File: src/rtl/ifetch_pkg.sv
// Shared types and constants for the instruction-fetch stage.
package ifetch_pkg;

  typedef enum logic [1:0] {
    StFetch,
    StDrain,
    StHold,
    StFault
  } ifetch_state_e;

  localparam logic [31:0] NOP_INSTR = 32'h0000_0000;
  localparam int unsigned PC_STEP   = 4;

endpackage

File: src/rtl/ifetch_hold_buf.sv
// Single-entry {PC+4, instruction} buffer that parks a fetched word while the
// pipeline is stalled.
module ifetch_hold_buf #(
  parameter int unsigned NBits = 32
) (
  input  logic             clk,
  input  logic             reset,
  input  logic             load_i,
  input  logic             clear_i,
  input  logic [NBits-1:0] pc4_i,
  input  logic [NBits-1:0] instr_i,
  output logic             valid_o,
  output logic [NBits-1:0] pc4_o,
  output logic [NBits-1:0] instr_o
);

  logic             valid_q;
  logic [NBits-1:0] pc4_q;
  logic [NBits-1:0] instr_q;

  always_ff @(posedge clk or negedge reset) begin
    if (!reset) begin
      valid_q <= 1'b0;
      pc4_q   <= '0;
      instr_q <= '0;
    end else if (clear_i) begin
      valid_q <= 1'b0;
      pc4_q   <= '0;
      instr_q <= '0;
    end else if (load_i) begin
      valid_q <= 1'b1;
      pc4_q   <= pc4_i;
      instr_q <= instr_i;
    end
  end

  assign valid_o = valid_q;
  assign pc4_o   = pc4_q;
  assign instr_o = instr_q;

endmodule

File: src/rtl/instruction_fetch_stage.sv
// Instruction-fetch stage: owns the PC, talks to a variable-latency imem and
// feeds IF/ID. Optional misaligned-redirect fault is enabled by IFETCH_MISALIGN_EN.
module instruction_fetch_stage
  import ifetch_pkg::*;
#(
  parameter int unsigned      NBits    = 32,
  parameter logic [NBits-1:0] RESET_PC = 32'h0040_0000
) (
  input  logic             clk,
  input  logic             reset,
  input  logic             stall_i,
  input  logic             redirect_i,
  input  logic [NBits-1:0] redirect_pc_i,
  output logic             imem_req_o,
  output logic [NBits-1:0] imem_addr_o,
  input  logic             imem_ready_i,
  input  logic [NBits-1:0] imem_rdata_i,
  output logic [NBits-1:0] out_PC_4,
  output logic [NBits-1:0] out_Instruction,
  output logic             out_valid
`ifdef IFETCH_MISALIGN_EN
  ,
  output logic             misalign_o
`endif
);

  localparam logic [NBits-1:0] Nop  = NBits'(NOP_INSTR);
  localparam logic [NBits-1:0] Step = NBits'(PC_STEP);

  ifetch_state_e    state_q, state_d;
  logic [NBits-1:0] pc_q, pc_d;
  logic [NBits-1:0] target_q, target_d;
  logic [NBits-1:0] out_pc4_q, out_pc4_d;
  logic [NBits-1:0] out_instr_q, out_instr_d;
  logic             out_valid_q, out_valid_d;

  logic             buf_load, buf_clear, buf_valid;
  logic [NBits-1:0] buf_pc4, buf_instr;
  logic [NBits-1:0] pc_inc;
  logic [NBits-1:0] tgt;
  logic             tgt_bad;
  logic             bubble;

`ifdef IFETCH_MISALIGN_EN
  assign tgt        = redirect_pc_i;
  assign tgt_bad    = |redirect_pc_i[1:0];
  assign misalign_o = (state_q == StFault);
`else
  assign tgt        = redirect_pc_i & ~NBits'(3);
  assign tgt_bad    = 1'b0;
`endif

  assign pc_inc = pc_q + Step;

  ifetch_hold_buf #(
    .NBits (NBits)
  ) u_hold_buf (
    .clk     (clk),
    .reset   (reset),
    .load_i  (buf_load),
    .clear_i (buf_clear),
    .pc4_i   (pc_inc),
    .instr_i (imem_rdata_i),
    .valid_o (buf_valid),
    .pc4_o   (buf_pc4),
    .instr_o (buf_instr)
  );

  always_comb begin
    state_d     = state_q;
    pc_d        = pc_q;
    target_d    = target_q;
    out_pc4_d   = out_pc4_q;
    out_instr_d = out_instr_q;
    out_valid_d = out_valid_q;
    buf_load    = 1'b0;
    buf_clear   = 1'b0;
    bubble      = 1'b0;
    unique case (state_q)
      StFetch: begin
        if (redirect_i) begin
          bubble = 1'b1;
          if (tgt_bad) begin
            state_d = StFault;
          end else if (imem_ready_i) begin
            pc_d = tgt;
          end else begin
            // Request in flight cannot be withdrawn; remember where to go next.
            target_d = tgt;
            state_d  = StDrain;
          end
        end else if (stall_i) begin
          if (imem_ready_i) begin
            buf_load = 1'b1;
            pc_d     = pc_inc;
            state_d  = StHold;
          end
        end else if (imem_ready_i) begin
          out_pc4_d   = pc_inc;
          out_instr_d = imem_rdata_i;
          out_valid_d = 1'b1;
          pc_d        = pc_inc;
        end else begin
          bubble = 1'b1;
        end
      end
      StDrain: begin
        if (redirect_i) begin
          bubble = 1'b1;
          if (tgt_bad) begin
            state_d = StFault;
          end else if (imem_ready_i) begin
            pc_d    = tgt;
            state_d = StFetch;
          end else begin
            target_d = tgt;
          end
        end else begin
          bubble = !stall_i;
          if (imem_ready_i) begin
            pc_d    = target_q;
            state_d = StFetch;
          end
        end
      end
      StHold: begin
        if (redirect_i) begin
          bubble    = 1'b1;
          buf_clear = 1'b1;
          if (tgt_bad) begin
            state_d = StFault;
          end else begin
            pc_d    = tgt;
            state_d = StFetch;
          end
        end else if (!stall_i) begin
          out_pc4_d   = buf_pc4;
          out_instr_d = buf_instr;
          out_valid_d = buf_valid;
          buf_clear   = 1'b1;
          state_d     = StFetch;
        end
      end
      StFault: begin
        bubble = 1'b1;
      end
      default: begin
        state_d = StFetch;
      end
    endcase
    if (bubble) begin
      out_instr_d = Nop;
      out_valid_d = 1'b0;
    end
  end

  always_ff @(posedge clk or negedge reset) begin
    if (!reset) begin
      state_q     <= StFetch;
      pc_q        <= RESET_PC;
      target_q    <= RESET_PC;
      out_pc4_q   <= '0;
      out_instr_q <= Nop;
      out_valid_q <= 1'b0;
    end else begin
      state_q     <= state_d;
      pc_q        <= pc_d;
      target_q    <= target_d;
      out_pc4_q   <= out_pc4_d;
      out_instr_q <= out_instr_d;
      out_valid_q <= out_valid_d;
    end
  end

  // Gated by reset so no request is seen until reset is released.
  assign imem_req_o      = reset && ((state_q == StFetch) || (state_q == StDrain));
  assign imem_addr_o     = pc_q;
  assign out_PC_4        = out_pc4_q;
  assign out_Instruction = out_instr_q;
  assign out_valid       = out_valid_q;

endmodule

File: config.mk
export PLATFORM = sky130hd
export DESIGN_NAME = instruction_fetch_stage
export DESIGN_NICKNAME = d
export VERILOG_FILES = /design/src/rtl/ifetch_pkg.sv /design/src/rtl/ifetch_hold_buf.sv /design/src/rtl/instruction_fetch_stage.sv
export SDC_FILE = /design/constraint.sdc
export NUM_CORES = 1
export LEC_CHECK = 0
export CELL_PAD_IN_SITES_DETAIL_PLACEMENT = 2
export CELL_PAD_IN_SITES_GLOBAL_PLACEMENT = 2
export CORE_UTILIZATION = 34
export CTS_CLUSTER_DIAMETER = 150
export DETAILED_ROUTE_END_ITERATION = 12
export PLACE_DENSITY_LB_ADDON = 0.1
export SKIP_LAST_GASP = 1
export SYNTH_ARGS = -nofsm -noshare
export SYNTH_HDL_FRONTEND = slang
export SYNTH_HIERARCHICAL = 1
export SYNTH_SLANG_ARGS = --single-unit
File: constraint.sdc
create_clock -name clk -period 4.5 [get_ports clk]
set_input_delay 0.9 -clock clk [delete_from_list [all_inputs] [get_ports clk]]
set_output_delay 0.9 -clock clk [all_outputs]
set_load 0.005 [all_outputs]
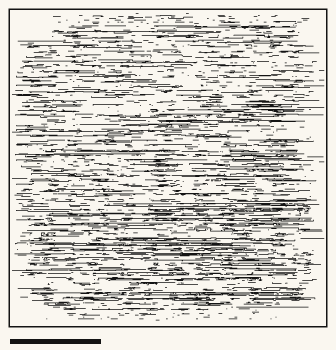
Figure 1: run 1, met1 routing.
Bar = 50 um.
The layer carries 14400 um of wire. The longest straight run is 63.0 um. 1040 nets have wire on it. The layer holds 44% of the routed length. The wires run mostly horizontal.
final WL: 32.3 mm
met1 usage: 28.7%
total via count in the routed design: 8293

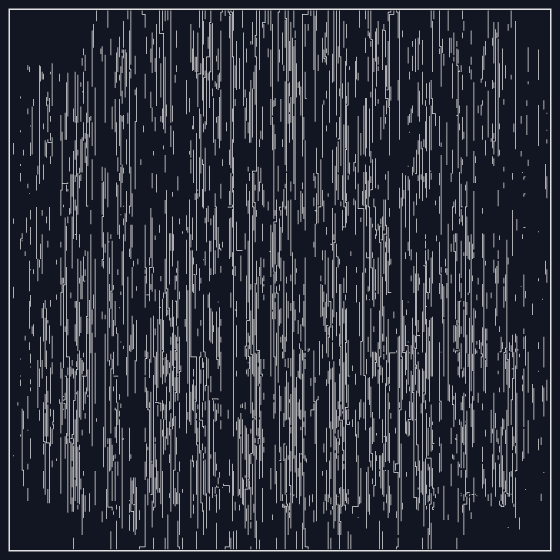
Figure 2: run 1, signal wires on met2.
The wires run mostly vertical. The layer carries 16000 um of wire.

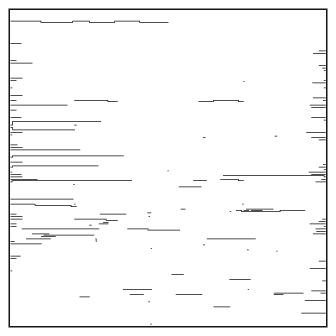
Figure 3: run 1, signal wires on met3.
The wires run mostly horizontal. The longest straight run is 65.8 um.

==> notes.md, run 1 <==
On the backend side, the flow ran end to end.

The number of multi-input logic gates stands at about 660. The cell depth of the worst flop-to-flop path stands at 7. The average cell area after synthesis stands at about 10 sq um. The layout inverter count without the clock tree stands at 23. TritonCTS built the clock tree.

The critical path buffer and inverter count stands at 1. CTS built an H-tree with a depth of 4. According to the I/O placement log, the pin count is between 150 and 200. The internal portion of the total power is about 4.7 mW. The DRC violation total left in the routed layout is recorded as 0. In this run the number of cells on the critical path is 7. The yosys stat cell total stands at around 960.

Per the CTS log, the buffer count on the longest clock path is 2. The worst register-to-register path begins at state_q[1]. Walking the worst path, the cells encountered are inv_1 > ha_2 > nand2b_1 > and3_1 > a222oi_1 > o21ai_0 > a311o_1. The final critical-path share of the clock period stands at 72.3%. Looking at the VDD voltage map, the peak drop is 0.438 mV. Synthesis handed over a netlist of 964 instances. Measured against its own limit, the worst slew margin works out to between 30% and 40%. The count of plain and timing-repair buffers in the layout stands at 188. By startpoint and endpoint, the worst setup path is classified as register to register. The worst hold-check slack stands at 0.322 ns.

Yosys reported a register bit count of around 190. Setup repair after global routing left no endpoint under its margin. The pin count of the biggest net entering global routing stands at approximately 67. The last timing report of the flow puts the setup violation total at 0. The sum of negative setup slack stands at 0 ns.

The total power stands at 7.74 mW. The number of well taps stands at approximately 380. The count of flip-flops and latches stands at 194. The initial antenna violation count stands at 1. By area the synthesized netlist is led by dfrtp_1 48%, mux2i_1 11%, nor2_1 4.5%, mux2_2 3.6%, a22o_1 2.9%. The row count stands at between 60 and 70. The final global-route overflow total stands at 0. The post-layout utilization of the core stands at between 40% and 50%. Power attributed to combinational cells is between 3 and 4 mW. The routed design uses ~16 mm of met2 wire. The slowest stage of the critical path is the ha_2 cell.

The final tally of hold violations stands at 0. Per the layout area report, the register area comes to approximately 4900 sq um. The total of cells resized after clock tree synthesis stands at 0.

The logic share of the area stands at a little under two fifths. The layout has slightly above 3000 filler cells. Per report_power, the clock group accounts for just over 20% of the total. The highest fanout seen on the critical path stands at 36. The biggest slice of the total power is consumed by combinational logic. Looking at the clock tree report, the root buffer type is clkbuf_16.

Compared with the post-synthesis result, the final layout area differs by 24.4%. The first global-routing pass estimated 51.6 mm of wire. The total area inside the core boundary comes to 28900 sq um. The critical path data required time stands at between 4 and 5 ns. The number of buffers added for setup after CTS stands at 0. Among the non-sequential cells, AND-OR/OR-AND gates take the most area. The layer flagged by global routing as most heavily used is met2. The largest cell class by area is registers.

For reference, the mux area share after synthesis is about 14%. The critical path ends at imem_addr_o[28]. The number of sinks on the clock net stands at around 190.

The largest total area in the synthesized netlist belongs to dfrtp_1. The post-synthesis sequential area ratio stands at about half. The post-synth count of flops with an enable pin is 0.

The clock transition at the registers of the reported paths stands at 0.08 ns. The run finished with clean final reports. The placed cell count stands at around 1500. The share of flip-flops with an asynchronous set or reset after synthesis stands at 100%. STA classifies the critical path startpoint as a register.

The fraction of area in registers stands at 38.9%. Per the skew report, the later register of the worst-skew pair sees a clock latency of around 0.45 ns. STA lists the endpoint of the worst register-to-register path as imem_addr_o[28].

The final standard cell count with taps included and fillers excluded stands at roughly 1500. For this run, the leading register cell type out of synthesis is dfrtp_1. Routed signal wires occupy layers up through met5. The count of clock-net buffers in the final layout stands at 17. The pin closest to its max-slew limit shows a slew of roughly 1.0 ns. Per the breakdown, switching nets consume 39.2% of all power.

In this run, power in flip-flops and latches comes to 2.91 mW. The longest incremental delay of any stage on the critical path is reported as between 0.9 and 1 ns. The flow reports power dissipated in the clock network as approximately 1.6 mW. Of the total synthesized cell area, the portion taken by AND, OR, NAND and NOR gates is approximately an eighth.

Warnings raised by the tools during the run amount to 31. The number of antenna diodes in the final layout is 0. The global placer's final weighted congestion stands at approximately 0.79. The reported leakage power stands at around 5.1 nW. The via density per instance stands at between 5 and 6.

Across the routed clock network, the largest skew measured is around 0.018 ns. After detailed routing, the wire length on met1 is approximately 14 mm. After layout, the minimum clock period comes to between 3 and 4 ns. Per the cell usage report, the commonest logic cells after layout are 192 x dfrtp_1, 163 x clkdlybuf4s50_1, 120 x nor2_1, 106 x mux2i_1, 56 x nand2_1. Once detail routing completed, the nets flagged for antenna violations numbered 0.

The number of different library cells used by synthesis comes to ~63. The met2 routing resource usage after global routing stands at between 30% and 40%. The tally of buffers added on design ports stands at roughly 160.

The proportion of netlist area held by the largest area contributor stands at between 40% and 50%. The floorplan step set the die width to ~170 um. The total cell area reported by yosys after synthesis stands at between 10000 and 15000 sq um. The number of global-route vias before repair stands at 8797.

Detailed placement ended at an HPWL of between 20 and 25 mm. The floorplan utilization stands at around a third. Checking hold timing, the worst path is listed with class primary input to asynchronous set/reset pin. Among logic cells in the layout, the one with the most instances is dfrtp_1. The sequential share of power stands at a little under two fifths.

In this run the cell area of the synthesized design comes to roughly 10000 sq um. The post-synthesis compound-gate area fraction stands at ~16%. Of the total synthesized cell area, the portion taken by XOR and XNOR cells is 1.75%. In this build the clock could be raised as far as approximately 300 MHz. The die footprint stands at just over 30000 sq um.

The net count reported at finish stands at about 1200. The clock-cell share of area stands at between 4 and 5%. The hold-fix buffer count after cts stands at 0. The DRC marker count from the first detailed-route iteration stands at between 400 and 500. The length of routed met3 wiring stands at roughly 1.3 mm. The non-clock buffer area fraction after layout stands at 14.7%. Global routing used roughly 4.1% of the available met3 tracks. The iteration count of the initial detailed-routing pass stands at 6.

According to the timing report, the critical path is launched from state_q[1]. The number of buffers created by CTS stands at 17. The flop-to-flop setup slack stands at around 1.2 ns. The max-capacitance violation count stands at 0. The area taken by multi-input combinational cells is reported as roughly 4600 sq um.

The die is 174 um tall. The final max-slew violation count recorded for this run is 0. Dividing the detail-routed wire length by the instance count gives ~22 um.

The worst endpoint data arrival time stands at between 3 and 4 ns. The number of warnings printed during yosys synthesis stands at 6. For this design the total switching power over the nets is ~3.0 mW. Per STA, the worst path accumulates the most delay in the family AND-OR/OR-AND gates. The flow reports that combinational logic draws 42.1% of the design power. The overall routing resource usage stands at ~22%. The layout cell share with drive strength beyond 1 stands at ~10%.
==> run 1: stage by stage <==
step / setup slack [ns] / instance area, sq um
finish: 1.25 / 12500
global route: 1.06 / 12500
CTS: 1.27 / 12500
detailed placement: 1.13 / 11900
global placement: 1.20 / 11900
floorplan: 2.09 / 10000
==> run 1: synth_stat cells, types with 6 or more instances <==
cell / instances
inv_1: 23
and3_1: 9
a221o_1: 6
buf_1: 9
o31a_1: 9
a222oi_1: 24
nor4_1: 7
o21ai_0: 51
nand3_1: 21
or3_1: 6
mux2i_1: 106
a211oi_1: 34
clkbuf_1: 50
o22ai_1: 8
mux2_2: 32
dfrtp_1: 192
nand2_1: 56
a22o_1: 33
nor3_1: 11
a21oi_1: 18
nor2_1: 121
clkbuf_8: 6
xnor2_1: 15
nand2b_1: 7
nand4_1: 12
Figure 4. Signal wires on met4 (run 1).
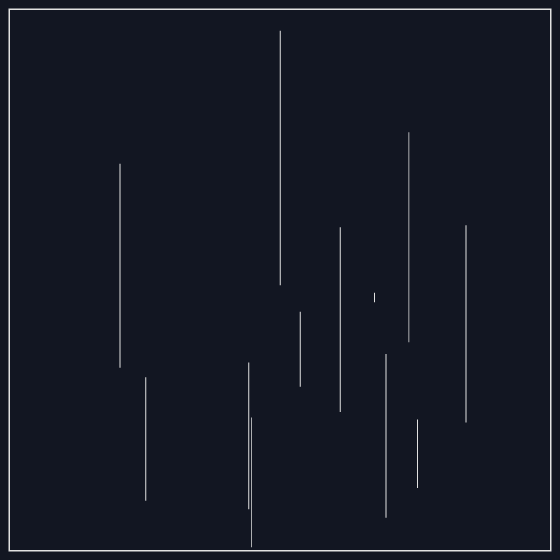

==> run 2, diff against run 1 <==
clock period = 3.3 ns   (was 4.5 ns; I/O delays follow)
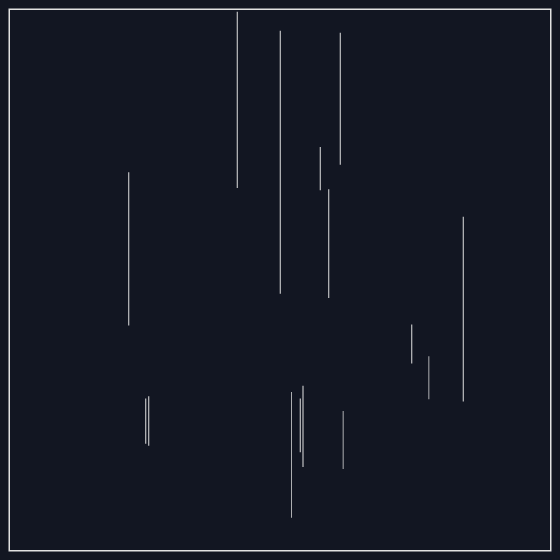
Figure 5: run 2, signal wires on met4.
12 nets have wire on it. The longest straight run is 84.3 um. The layer carries 496 um of wire. The layer holds 1.5% of the routed length.
total via count in the routed design: 8326
final WL: 32.6 mm

==> run 2 against run 1 <==
Compared with the run above: global-route usage rose by 0.22 points; routed wire length rose by 0.81%; first-iteration DRC count rose by 13%; final cell count rose by 0.67%; die area did not move; worst hold slack improved by 0.034 ns; non-clock buffer count rose by 10; total power rose by 37%; largest cell class unchanged; largest power group unchanged.
==> notes.md, run 2 <==
On the backend side, the flow ran end to end.

The flow ran to the end, and the final reports show no timing, DRC or antenna violations. The floorplan step set the die height to 174 um. The clock H-tree reported by CTS has 4 levels. The minimum clock period after layout stands at 2.73 ns. The critical path in this run is classified as register to primary output. After synthesis, the share of flip-flops with an asynchronous set or reset is 100%. Looking at the post-CTS report, the setup buffer insertion count equals 0. The final worst slack stands at 0.573 ns. The initial antenna violation count came to 0. The detail route stage leaves a number of antenna-violating nets equal to 0. In the synthesized netlist, the dominant kind of combinational cell is AND-OR/OR-AND gates. Yosys stat counts 964 cells in the synthesized netlist. The number of register bits inferred by synthesis stands at between 150 and 200. Checking max transition, the worst relative margin is about 45%. The synthesized design devotes to its leading area cell type 47.9% of total area. The power report lists the sequential group at approximately 4 mW. The power consumed by combinational cells stands at approximately 4.5 mW.

The total of cells resized after clock tree synthesis stands at 0. In this run, the combinational gates consume between 40 and 50% of the power. Of all power groups, the one with the highest power is combinational logic. The worst-case vdd ir drop stands at approximately 0.42 mV.

The count of clock-net buffers in the final layout stands at 18. Counting only logic cells after layout, the most numerous master is dfrtp_1. The count of plain and timing-repair buffers in the layout stands at 198. After legalization and detailed placement, the total HPWL measured 21.3 mm. In the layout the tool counted multi-input logic cells amounting to between 600 and 700. The area share of xor/xnor cells in the synthesized design stands at around 1.7%.

The average cell area after synthesis stands at 10.4 sq um. The power report shows net switching accounting for between 30 and 40% of the total. The horizontal die dimension stands at about 170 um. Overall routing resource usage recorded by global route was 22.2%. The flow reports power dissipated in the clock network as 2.14 mW. The number of diodes stands at 0. The stage delay of the slowest cell on the critical path stands at around 0.52 ns. The instance tally after logic synthesis stands at roughly 960. As logged by OpenROAD, the buffers inserted on ports number 164. Summing all multi-input logic gate instances after layout gives roughly 4600 sq um. Sorting the synthesized cells by how often they occur yields 192 x dfrtp_1, 121 x nor2_1, 106 x mux2i_1, 56 x nand2_1, 51 x o21ai_0. In this run, the clock network consumes about a fifth of the power. Per the synthesis report, the number of distinct cell types is 63. The clock network takes up between 4 and 5% of total cell area after layout. On the critical path the largest part of the delay comes from buffers and inverters. Routability-driven placement finished with a final weighted congestion of 0.755. Hold is met by approximately 0.36 ns. The cell sequence reported for the critical path is inv_1 > ha_1 > nor2_1 > nor2b_1 > clkdlybuf4s50_1. Once layout is complete, the utilization of the core stands at between 40% and 50%.

The later pin in the worst-skew pair is clocked with a latency of ~0.44 ns. The fraction of area in registers stands at roughly two fifths. Per the synthesis report, the adder-cell share of the synthesized area is less than 1%. The flop-to-flop setup slack stands at slightly above 0.6 ns. Setup repair after global routing left no endpoint under its margin. Dividing the detail-routed via count by the number of cells gives between 5 and 6. Entering global routing, the biggest net connects between 100 and 150 pins. Sorting the Yosys area breakdown by cell type puts at the top dfrtp_1. The count of flip-flops and latches stands at between 150 and 200.

The sequential cell area stands at 4860 sq um. The sum of negative setup slack stands at 0 ns. The non-clock buffer area fraction after layout stands at 15.6%.

The initial utilization of the core area, before any placement, comes to approximately a third. The post-CTS hold buffer count recorded in the log is 0. In this run the power density over the cells is between 800 and 900 nW/um^2.

On the final layout, the worst clock skew is approximately 0.019 ns. STA classifies the critical path startpoint as a register. The number of top-level pins stands at ~170. Summing all multiplexer cells gives an area fraction of approximately 14%. Per the area breakdown, the dominant cell category is registers.

The first global-routing pass estimated roughly 52 mm of wire. The worst setup path is captured at a primary output. The commonest register cell is dfrtp_1. The slowest stage of the critical path is the clkdlybuf4s50_1 cell.

The final tally of max-slew violations stands at 0. The flow reports that sequential cells draw approximately 38% of the design power. The flow inserted around 380 tap cells.

When the netlist entered floorplanning its net count stood at ~1000. The post-synthesis sequential area ratio stands at approximately half. Internal power comes to 6.47 mW. The clock net in this run drives a total of between 150 and 200 sinks. By area the synthesized netlist is led by dfrtp_1 48%, mux2i_1 11%, nor2_1 4.5%, mux2_2 3.6%, a22o_1 2.9%.

After detailed placement, the total cell area comes to roughly 12000 sq um. The number of global-route vias before repair stands at between 9000 and 10000. The max-capacitance violation count stands at 0. Per the final layout report, the fraction of cells sized above drive strength 1 comes to between 10% and 20%. The layout inverter count without the clock tree stands at 23. Fill cells in the final layout number 3065.

Checking hold timing, the worst path is listed with class primary input to asynchronous set/reset pin. Max fanout on the critical path was recorded as 6. The synthesis stats list as the most numerous cell dfrtp_1. The critical path buffer and inverter count stands at 2. The placed cell count stands at about 1500.

The final standard cell count with taps included and fillers excluded stands at around 1500. The total power stands at roughly 11 mW. The routed layout reports a DRC error count of 0. Counting the buffers created by CTS gives 17. The pre-CTS setup check shows a worst slack of between 0.4 and 0.5 ns.

The worst-margin pin slew stands at approximately 0.83 ns. The top cell types in the final layout, fill and taps aside, are 192 x dfrtp_1, 163 x clkdlybuf4s50_1, 120 x nor2_1, 106 x mux2i_1, 56 x nand2_1. The tree is rooted in a clkbuf_16. The die footprint stands at 30200 sq um. The number of enable-type register cells in the synthesized netlist stands at 0.

The number of warnings printed during yosys synthesis stands at 6. The post-synthesis compound-gate area fraction stands at 16.3%. The DRC marker count from the first detailed-route iteration stands at 514. The final design area excluding fillers stands at ~13000 sq um.

Per the post-CTS timing run, clock transition at the registers of the reported paths is approximately 0.080 ns. In this run, the synthesized area fraction spent on and/or/nand/nor cells is recorded as roughly an eighth. The final global-route overflow total stands at 0. The buffer levels on the longest clock path stands at 2.

The final tally of hold violations stands at 0. TritonRoute output was used to compute an average wire per cell of about 22 um. The first detailed-routing pass took 6 iterations. The final critical-path share of the clock period stands at about 83%. The net switching power of the design stands at 4.12 mW. The netlist area before placement stands at approximately 10000 sq um.

The reported leakage power stands at 5.18 nW. TritonCTS built the clock tree. The total area inside the core boundary comes to 28900 sq um.

The total cell area reported by yosys after synthesis stands at 10000 sq um. The last timing report of the flow puts the setup violation total at 0. The worst endpoint data arrival time stands at approximately 2.1 ns. The area growth from synthesis to layout stands at 25.7%.

The maximum clock frequency stands at ~370 MHz. The net count of the finished layout is about 1200. The data required time reported for the critical path is around 2.6 ns. The stage logs contain a warning count of 33. The initialized floorplan defines 62 standard-cell rows. The layout report gives the multi-input gate share of total cell area as roughly 37%.
run 2: cell types whose count changed in the layout (fill, tap and decap cells not counted), sizes merged:
cell / delta
clkinv: -3
clkinvlp: +1
inv: +1
clkbuf: +1
buf: +10
run 2: path summary, 6_finish.rpt:
path	start	end	cells past startpoint
worst max-delay path	state_q[0]	imem_req_o	5
worst min-delay path	reset	target_q[31]	2
worst max register to register	state_q[1]	imem_addr_o[27]	8
worst min register to register	out_PC_4[2]	out_PC_4[2]	2
max in group asynchronous	reset	out_Instruction[19]	2
min in group clk	out_PC_4[2]	out_PC_4[2]	2
run 2: per-layer routing:
metal / global-route usage [%] / vias to the layer above / routed length [um]
met3: 3.77 / 32 / 1220
met5: 0 / - / 0
met2: 37.8 / 166 / 16400
met4: 6.14 / 0 / 496
li1: - / 3789 / -
met1: 28.8 / 4339 / 14500
Figure 6. Routing congestion (run 2).
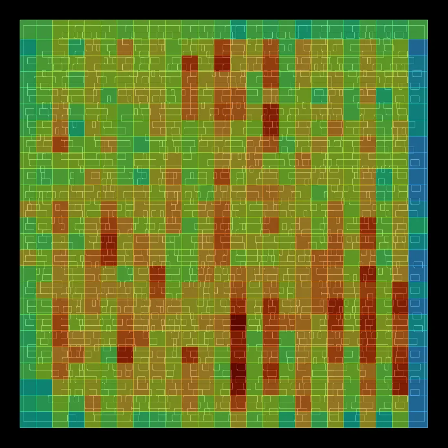

==> run 3, diff against run 2 <==
clock period = 2.81 ns   (was 3.3 ns; I/O delays follow)
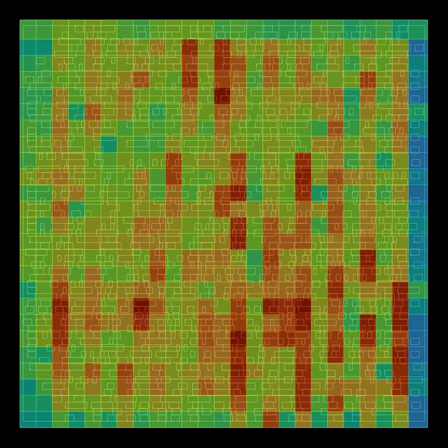
Figure 7: run 3, routing congestion.
met2 demand-to-capacity share in global routing: 37.6%
wire per inst: 21.6 um
final core utilization: 44.6%

==> run 3 against run 2 <==
Compared with the run above: global-route usage grew 0.19 points; worst hold slack gained 0.12 ns; critical path depth is the same; routed wire length grew 0.50%; register-to-register slack lost 0.40 ns; sequential share of layout area shrank 0.79 points; area after synthesis is the same.
==> notes.md, run 3 <==
On the backend side, the flow ran end to end.

Across the routed clock network, the largest skew measured is ~0.0093 ns. The instance tally after logic synthesis stands at about 960. The wire length of the first global-routing pass stands at 52.5 mm. dfrtp_1 is the most common cell in the netlist. Counting only logic cells after layout, the most numerous master is dfrtp_1. The total of endpoints with negative setup slack in the final report stands at 0.

The launch point of the critical path was reported as state_q[1]. The die extent in y stands at between 150 and 200 um. Endpoints failing hold in the final report were tallied at 0. The largest single stage delay on the critical path is 0.46 ns.

The worst setup path is of the register to primary output kind. The power report attributes to the sequential group a share of a little under two fifths. The sequential logic power stands at 4.67 mW. The highest fanout seen on the critical path stands at 6.

After synthesis, the design contains 964 cells according to Yosys. The met3 capacity usage during global routing stands at 4.14%. Of the cells placed in the final design, the portion with a size suffix greater than 1 is roughly an eighth.

During I/O placement, the number of pins put on the boundary was approximately 170. Per the detailed placement report, the placed cell area equals around 12000 sq um. When the netlist entered floorplanning its net count stood at between 1000 and 1500. In this run the critical path is formed by inv_1 > ha_1 > nor2_1 > nor2b_1 > clkdlybuf4s50_1. In the final timing run, aggregate negative setup slack is 0 ns.

The pin count of the biggest net entering global routing stands at approximately 110. Looking at the max-slew report, the worst-margin pin has a slew of 0.954 ns. After detailed routing, the number of remaining DRC violations is 0. The portion of synthesized area spent on multiplexers is around 14%.

The synthesized design devotes to its leading area cell type a little under half of total area. The post-synth count of flops with an enable pin is 0. The die footprint stands at about 30000 sq um. From left edge to right edge, the die measures 174 um. Routed signal wires occupy layers up through met4. The number of cells on the worst hold path is listed as 2. STA lists the endpoint of the worst register-to-register path as imem_addr_o[29]. The total power stands at approximately 13 mW.

The worst-case vdd ir drop stands at 0.451 mV. The global placer's final weighted congestion stands at 0.763. The number of global-route vias before repair stands at 9112.

The total number of warnings across the stage logs stands at 33. The combinational group share of total power stands at 42.8%. Per the timing report, the most critical flop-to-flop path originates at imem_addr_o[19]. The sum of routed wire segments on met1 stands at ~15 mm. In this run the clock root is driven by a clkbuf_16. After synthesis, the share of flip-flops with an asynchronous set or reset is 100%. Counting cells, the worst reg-to-reg path comes to 5. For this design the static power due to leakage is about 5.3 nW. The floorplan utilization stands at between 30% and 40%.

The power of the clock network stands at 2.59 mW. CTS added clock buffers totalling 17. Per the synthesis report, the simple-gate share of the synthesized area is 13.0%. The power report lists cell-internal power as 7.88 mW. STA classifies the critical path endpoint as a primary output. For the worst setup path, the data required time is approximately 2.3 ns. The wire length reported by the detailed router stands at about 33 mm. In this run the maximum-capacitance check reported violations numbering 0. Detailed routing placed a total of 16.4 mm of wire on met2. The path with the worst hold slack has its endpoint at out_PC_4[24]. The iteration count of the initial detailed-routing pass stands at 9.

Per the synthesis report, the dominant area consumer among library cells is dfrtp_1. For reference, the post-synthesis area per instance comes to approximately 10 sq um. The group that draws the most power in this run is combinational logic.

The hold-fix buffer count after cts stands at 1. STA classifies the critical path startpoint as a register. Synthesis inferred 194 register bits. The final critical-path share of the clock period stands at ~97%.

The type recorded for the worst min-delay path is register to register. The via density per instance stands at around 5.5. For this block, the initial DRC count from the detailed router was roughly 500.

Wire segments on met3 add up to 1.16 mm in the final route. The sum of net half-perimeters after detailed placement stands at 22.2 mm. The minimum clock period after layout stands at between 2 and 3 ns.

In this run, the synthesized area fraction spent on xor and xnor cells is recorded as 1.75%. Per the skew report, the later register of the worst-skew pair sees a clock latency of 0.45 ns. Of the total power, the share spent switching nets is a little under two fifths. The row count stands at approximately 62. Looking at the critical path, the single cell with the biggest stage delay is clkdlybuf4s50_1.

In the final design database the tool counted roughly 1200 nets. The final max-slew violation count recorded for this run is 0. The initial antenna violation count came to 1. The total of cells resized after clock tree synthesis stands at 0.

The area recorded from the Yosys report for this design is between 10000 and 15000 sq um. The commonest cells after synthesis are 192 x dfrtp_1, 121 x nor2_1, 106 x mux2i_1, 56 x nand2_1, 51 x o21ai_0. The flop-to-flop setup slack stands at 0.21 ns. The cell-mix breakdown from Yosys lists the compound-gate area share as around 16%. The minimum setup slack after placement stands at -0.0158 ns. The flow reports that the clock network draws 20.4% of the design power. By area the synthesized netlist is led by dfrtp_1 48%, mux2i_1 11%, nor2_1 4.5%, mux2_2 3.6%, a22o_1 2.9%. Synthesis instantiated 63 different standard cells from the library. The number of warnings printed during yosys synthesis stands at 6. The worst path meets setup with about 0.095 ns of slack. After synthesis the cells add up to between 10000 and 15000 sq um. The number of sinks on the clock net stands at 194. Headroom to the max-slew limit came out at a little over a third.

Per the GRT congestion report, total overflow comes to 0. The tally of buffers added on design ports stands at between 150 and 200. The count of nets left with antenna violations once routing finished came out at 0. The finished layout holds ~1500 standard cells, fillers aside. The run finished with clean final reports. Setup repair after global routing left no endpoint under its margin. The layout has slightly above 3000 filler cells. The area fraction in full adders, half adders and majority gates stands at 0.624%. The switching component of the power was reported as 4.80 mW. Among the non-sequential cells, AND-OR/OR-AND gates take the most area. The final design area excluding fillers stands at roughly 13000 sq um. In this run, power in combinational logic comes to around 5.4 mW.

The total via count after detailed routing stands at roughly 8400. The area growth from synthesis to layout is 28.3%. TritonCTS built the clock tree. The clock transition at the registers of the reported paths stands at ~0.070 ns.

In this run the post-CTS setup repair buffer count came out at 0. The commonest register cell is dfrtp_1. Global routing consumed, on the met1 layer, roughly 29% of the routing resources. The critical path ends at imem_req_o. The H-tree was split into 4 levels.

The power per standard cell area stands at between 900 and 1000 nW/um^2. The overall routing resource usage stands at between 20 and 25%. met2 is the most crowded layer. Summing the sequential cell areas from Yosys gives roughly half of the chip area. The most critical hold endpoint after final layout shows a slack of between 0.4 and 0.5 ns. Ranking logic cells in the layout by count gives the top entries 192 x dfrtp_1, 163 x clkdlybuf4s50_1, 120 x nor2_1, 106 x mux2i_1, 56 x nand2_1. The placed cell count stands at 1480.
==> run 3: cell types whose count changed in the layout (fill, tap and decap cells not counted), moves of 2 or more <==
cell       before  now
buf_12          5   13
buf_4          29   40
bufinv_16       1    3
clkinv_2        0    2
inv_8           3    0
==> run 3: final cells by class <==
class,count,area (sq um),share of cell area [%]
sequential,194,4860,37.7
multi-input combinational,662,4630,36.0
timing repair buffer,218,2220,17.2
tap,384,480,3.73
clock buffer,19,443,3.44
clock inverter,12,158,1.22
inverter,23,86.3,0.671
antenna,1,2.50,0.0194
==> run 3: worst max-delay path: cells and delay by family, from the launching register on <==
kind,cells,cell delay [ns]
adder cells (fa/ha/maj),1,0.27
buffers and inverters,2,0.56
flip-flops,1,0.43
AND/OR/NAND/NOR,2,0.44
Power figures rest on the tool's default switching activity, not on a simulated workload.
